$ cat src/rtl/iir_out_requant.sv
// iir_out_requant: requantises 32-bit signed IIR filter output samples to
// 16-bit signed samples. It shifts right arithmetically, optionally rounds,
// and saturates. Results are queued in a small show-ahead FIFO behind a
// valid/ready output. Sticky statistics count saturations and the samples
// dropped on overflow.
// Build option: define IIR_OUT_ROUND_EN to round half toward +infinity.
// Without it the stage truncates toward -infinity.
module iir_out_requant #(
    parameter int SHIFT = 12,   // fractional bits removed, 1..16
    parameter int DEPTH = 8     // FIFO depth, power of two, 2..64
) (
    input  logic        clk,
    input  logic        rst,          // asynchronous, active-low
    input  logic        in_valid,
    input  logic [31:0] in_data,
    output logic        out_valid,
    input  logic        out_ready,
    output logic [15:0] out_data,
    output logic        full,
    input  logic        clr_stats,
    output logic        sat_flag,
    output logic [15:0] sat_count,
    output logic [7:0]  drop_count
);

    localparam int PTR_W = $clog2(DEPTH);
    localparam int CNT_W = PTR_W + 1;
    localparam logic [CNT_W-1:0] DEPTH_CNT = CNT_W'(DEPTH);

`ifdef IIR_OUT_ROUND_EN
    localparam logic signed [32:0] ROUND_ADD = 33'sd1 <<< (SHIFT - 1);
`else
    localparam logic signed [32:0] ROUND_ADD = 33'sd0;
`endif
    localparam logic signed [32:0] Q_MAX = 33'sd32767;
    localparam logic signed [32:0] Q_MIN = -33'sd32768;

    // Stage-1 quantiser
    logic signed [32:0] w_t;
    logic signed [32:0] w_q;
    logic [15:0]        w_q_data;
    logic               w_q_sat;

    logic               r_s1_valid;
    logic [15:0]        r_s1_data;
    logic               r_s1_sat;

    // FIFO state
    logic [15:0]        r_mem [DEPTH];
    logic [PTR_W-1:0]   r_wr_ptr;
    logic [PTR_W-1:0]   r_rd_ptr;
    logic [CNT_W-1:0]   r_count;
    logic               r_out_valid;
    logic [15:0]        r_out_data;
    logic               r_full;

    // Statistics
    logic               r_sat_flag;
    logic [15:0]        r_sat_count;
    logic [7:0]         r_drop_count;

    // FIFO control
    logic               w_pop;
    logic               w_push;
    logic               w_drop;
    logic [CNT_W-1:0]   w_count_next;
    logic [CNT_W-1:0]   w_count_after_pop;
    logic [PTR_W-1:0]   w_rd_ptr_next;
    logic               w_bypass;
    logic [15:0]        w_head_next;

    // The 33-bit sum cannot overflow: |in_data| < 2^31 and the rounding term is <= 2^15
    assign w_t = $signed({in_data[31], in_data}) + ROUND_ADD;
    assign w_q = w_t >>> SHIFT;

    // Clamp the shifted value into the 16-bit signed range and flag clamping
    always_comb begin
        w_q_data = w_q[15:0];
        w_q_sat  = 1'b0;
        if (w_q > Q_MAX) begin
            w_q_data = 16'h7FFF;
            w_q_sat  = 1'b1;
        end else if (w_q < Q_MIN) begin
            w_q_data = 16'h8000;
            w_q_sat  = 1'b1;
        end
    end

    // Stage-1 register: accepts a new sample every cycle, valid follows the strobe
    always_ff @(posedge clk or negedge rst) begin
        if (!rst) begin
            r_s1_valid <= 1'b0;
            r_s1_data  <= '0;
            r_s1_sat   <= 1'b0;
        end else begin
            r_s1_valid <= in_valid;
            if (in_valid) begin
                r_s1_data <= w_q_data;
                r_s1_sat  <= w_q_sat;
            end
        end
    end

    // A write is allowed when there is room, or when the head leaves in the same cycle
    assign w_pop  = r_out_valid & out_ready;
    assign w_push = r_s1_valid & ((r_count < DEPTH_CNT) | w_pop);
    assign w_drop = r_s1_valid & ~w_push;

    assign w_count_after_pop = r_count - CNT_W'(w_pop);
    assign w_count_next      = w_count_after_pop + CNT_W'(w_push);
    assign w_rd_ptr_next     = w_pop ? r_rd_ptr + PTR_W'(1) : r_rd_ptr;

    // When the FIFO drains to empty in this cycle, the sample being written becomes the new head.
    // Otherwise the new head is already in the array, at an address the write cannot touch this cycle.
    assign w_bypass    = w_push & (w_count_after_pop == '0);
    assign w_head_next = w_bypass ? r_s1_data : r_mem[w_rd_ptr_next];

    // Sample storage; contents need no reset because occupancy qualifies every read
    always_ff @(posedge clk) begin
        if (w_push) begin
            r_mem[r_wr_ptr] <= r_s1_data;
        end
    end

    // Pointers, occupancy, and the registered show-ahead head/valid/full outputs
    always_ff @(posedge clk or negedge rst) begin
        if (!rst) begin
            r_wr_ptr    <= '0;
            r_rd_ptr    <= '0;
            r_count     <= '0;
            r_out_valid <= 1'b0;
            r_out_data  <= '0;
            r_full      <= 1'b0;
        end else begin
            if (w_push) begin
                r_wr_ptr <= r_wr_ptr + PTR_W'(1);
            end
            r_rd_ptr    <= w_rd_ptr_next;
            r_count     <= w_count_next;
            r_out_valid <= (w_count_next != '0);
            r_full      <= (w_count_next == DEPTH_CNT);
            if (w_count_next != '0) begin
                r_out_data <= w_head_next;
            end
        end
    end

    // Sticky statistics; a clear wins over any event in the same cycle
    always_ff @(posedge clk or negedge rst) begin
        if (!rst) begin
            r_sat_flag   <= 1'b0;
            r_sat_count  <= '0;
            r_drop_count <= '0;
        end else if (clr_stats) begin
            r_sat_flag   <= 1'b0;
            r_sat_count  <= '0;
            r_drop_count <= '0;
        end else begin
            if (r_s1_valid && r_s1_sat) begin
                r_sat_flag <= 1'b1;
                if (r_sat_count != 16'hFFFF) begin
                    r_sat_count <= r_sat_count + 16'd1;
                end
            end
            if (w_drop && (r_drop_count != 8'hFF)) begin
                r_drop_count <= r_drop_count + 8'd1;
            end
        end
    end

    assign out_valid  = r_out_valid;
    assign out_data   = r_out_data;
    assign full       = r_full;
    assign sat_flag   = r_sat_flag;
    assign sat_count  = r_sat_count;
    assign drop_count = r_drop_count;

endmodule

$ cat config.mk
export PLATFORM = sky130hd
export DESIGN_NAME = iir_out_requant
export DESIGN_NICKNAME = d
export VERILOG_FILES = /design/src/rtl/iir_out_requant.sv
export SDC_FILE = /design/constraint.sdc
export NUM_CORES = 1
export LEC_CHECK = 0
export ABC_AREA = 0
export CAP_MARGIN = 25
export CORE_MARGIN = 4
export CORE_UTILIZATION = 40
export CTS_CLUSTER_DIAMETER = 150
export DETAILED_ROUTE_END_ITERATION = 6
export GPL_ROUTABILITY_DRIVEN = 0
export GPL_TIMING_DRIVEN = 1
export SYNTH_ARGS = -nofsm -noshare
export SYNTH_HDL_FRONTEND = slang
export SYNTH_SLANG_ARGS = --single-unit
$ cat constraint.sdc
create_clock -name clk -period 3.8 [get_ports clk]
set_clock_uncertainty 0.1 [all_clocks]
set_input_delay 1.14 -clock clk [delete_from_list [all_inputs] [get_ports clk]]
set_output_delay 1.14 -clock clk [all_outputs]
set_load 0.03 [all_outputs]
**Routed metal, one colour a layer**

(2 px per um)
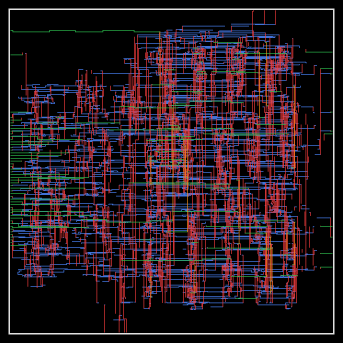
Red shows M2, wire length 11000 um. Blue shows M1, wire length 10700 um. Orange shows M4, wire length 479 um. Green shows M3, wire length 1600 um.

**Congestion heat map**

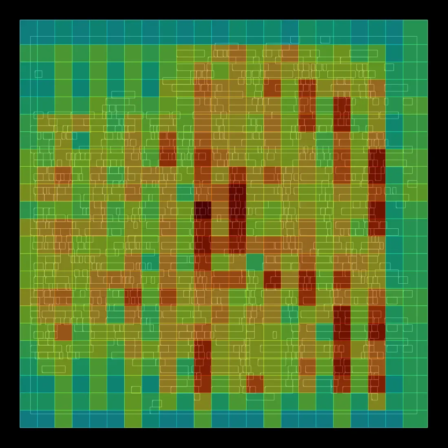
GRT Overall Usage: 18.3%
GRT busiest layer: met2
DR WL/cell: 19.2 um
met1 Use GR: 24.8%

**Zoomed window**

Region (111, 30) to (131, 50) um. Cells in grey, sequential cells in the stronger grey; small squares are vias.
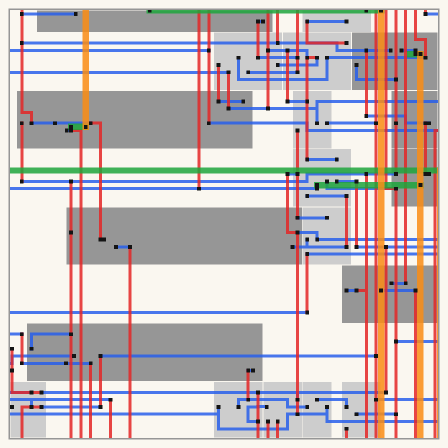
Red shows M2. Green shows M3. Orange shows M4. Blue shows M1.
Netlist names of flops here include r_mem (3). Most frequent: edfxtp_1 (3), nand3_1 (2), nor3_1 (2). Sequential cells in the window: 3. 13 logic cells have their middle in the window.

==> impl_metrics.tcl <==
# yosys + openroad results
set metrics [dict create \
    std_cell_rows 55 \
    dp_slack_ns 0.0198 \
    yosysUniqueCellTypes 45 \
    ir_worst_vdd_v 0.000466 \
    grt_pass1_vias 6914 \
    cts-resized-gates 0 \
    root_buffer "clkbuf_16" \
    cts_buffers 17 \
    diodes 0 \
    grt_pass1_wl_mm 37.2 \
    drive_gt1_share_pct 11.0 \
    cts_tree "built" \
    relSlewSlack_pct 38.3 \
    initCoreUtil_pct 41.1 \
    fp_nets 888 \
    insertion_delay_ns 0.42 \
    ios 80 \
    tool_warnings 40 \
    min_to "out_data[6]" \
    ff_type "edfxtp_1" \
    top_logic_kind "simple AND/OR/NAND/NOR gates" \
    total_power_mw 8.41 \
    die_w_um 162 \
    simple_gate_share_pct 20.2 \
    rr_startpoint "r_rd_ptr[0]" \
    drc 0 \
    synth-edff-count 128 \
    ys.flops 199 \
    crit_start "out_ready" \
    p_leak_nw 4.10 \
    netlist_top_cells_area "edfxtp_1 41%, dfrtp_1 19%, nand3_1 3.8%, nor2_1 2.9%, o311ai_0 2.8%" \
    drtPass1Iterations 5 \
    min-delay-start "out_data[6]" \
    path_class "input port to flip-flop" \
    place_hpwl_mm 14.2 \
    syn_area_per_cell_um2 11.2 \
    endpoint "out_data[8]" \
    clk_transition_reported_paths_ns 0.07 \
    design_area_um2 11300 \
    ys_chip_area_um2 9430 \
    cts_setup_buffers 0 \
    synth_area_leader_cell "edfxtp_1" \
    yosys.area_share.aoi_pct 11.3 \
    adder_share_pct 1.06 \
    layout.cells.non_filler 1237 \
    vias 6971 \
    syn_inst 843 \
    period_needed_ns 3.35 \
    ys_cells 843 \
    synth_area_um2 9430 \
    nNetsFinal 956 \
    clock.fmax_mhz 298 \
    die_h_um 162 \
    antenna_left 0 \
    placedCellCount 1204 \
    fin_util_pct 49.1 \
    chipArea_um2 26100 \
    hold_buffers 0 \
    ys_sh_xor_pct 2.40 \
    io_buffer_count 67 \
    power_density_nw_per_um2 747 \
    hold_viol_final 0 \
    async_flop_share_pct 35.7 \
    grt_max_degree 130 \
    yosysTopAreaCellShare_pct 40.8 \
    yosys_warnings 0 \
    cts_buffer_depth 2 \
    finalSetupTns_ns 0 \
    antenna_found_initial 0 \
    worstPathRequired_ns 4.01 \
    wirelength_mm 23.8 \
    final_common_cell "edfxtp_1" \
    end_kind "flip-flop" \
    ys_seq_share_pct 59.6 \
    fin_crit_sh_pct 88.2 \
    hold_depth 1 \
    cts-htree-levels 4 \
    crit_path_max_fanout 26 \
    via_per_inst 5.64 \
    maxCapViolations 0 \
    mux_share_pct 1.27 \
    place_area_um2 10600 \
    reg2reg_depth 6 \
    setup_ws_ns 0.448 \
    drv_slew 0 \
    globalRouteOverflowTotal 0 \
    core_um2 22900 \
    worst_pin_slew_ns 0.923 \
    arrival_ns 3.56 \
    ff2ff_setup_slack_ns 0.94 \
    final_cell_mix "128 x edfxtp_1, 74 x nor2_1, 71 x nand3_1" \
    clock_sinks 199 \
    finalSetupViolCount 0 \
    rsz0062_at_grt "no" \
    syn_to_final_growth_pct 19.4 \
    status "finished clean" \
    drt_iter0_markers 413 \
    regToRegEndpoint "out_data[9]" \
    start_kind "input port" \
    hold_slack_ns 0.407 \
    hold_path_class "flip-flop to flip-flop" \
]
==> layout make-up <==
cell class / instances / area (um^2)
fill: 2051 / 11700
clock buffer: 20 / 467
tap: 313 / 392
timing repair buffer: 113 / 1090
sequential: 199 / 5630
clock inverter: 12 / 139
multi-input combinational: 554 / 3450
inverter: 26 / 97.6
==> state kept, by name (all words and copies together) (netlist names) <==
| name | flops |
|---|---|
| out_valid | 1 |
| r_rd_ptr | 3 |
| r_s1_data | 16 |
| r_mem | 128 |
| r_s1_valid | 1 |
| full | 1 |
| r_count | 4 |
| sat_count | 16 |
| r_s1_sat | 1 |
| sat_flag | 1 |
| drop_count | 8 |
| r_wr_ptr | 3 |
| out_data | 16 |
==> critical path, stage by stage <==
cell	delay [ns]
clkdlybuf4s50_1	0.44
nand2_2	0.09
inv_2	0.04
ha_1	0.19
ha_1	0.29
inv_1	0.04
ha_1	0.19
xnor2_1	0.14
or3_1	0.32
nand2b_1	0.19
buf_12	0.18
mux2_2	0.28
==> per-layer routing <==
layer	track usage, %	vias to the layer above	part of all wire, %
met5	0	-	0
met1	24.8	3416	45
met3	5.21	39	6.7
met2	28.7	216	46
li1	-	3300	-
met4	5.85	0	2.0
==> cells in the mapped netlist, types with 24 or more instances <==
master / instances
edfxtp_1: 128
nor2_1: 74
dfrtp_1: 71
nand3_1: 71
nor3_1: 52
nand2_1: 47
nand2b_1: 37
clkbuf_1: 36
nor2b_1: 32
o311ai_0: 30
nand4_1: 25
inv_1: 24
==> power breakdown <==
part	internal [mW]	switching (mW)
sequential	2.71	0.224
combinational	1.44	2.18
clock	1.04	0.815
total	5.19	3.22
Power and IR drop assume default switching activity.
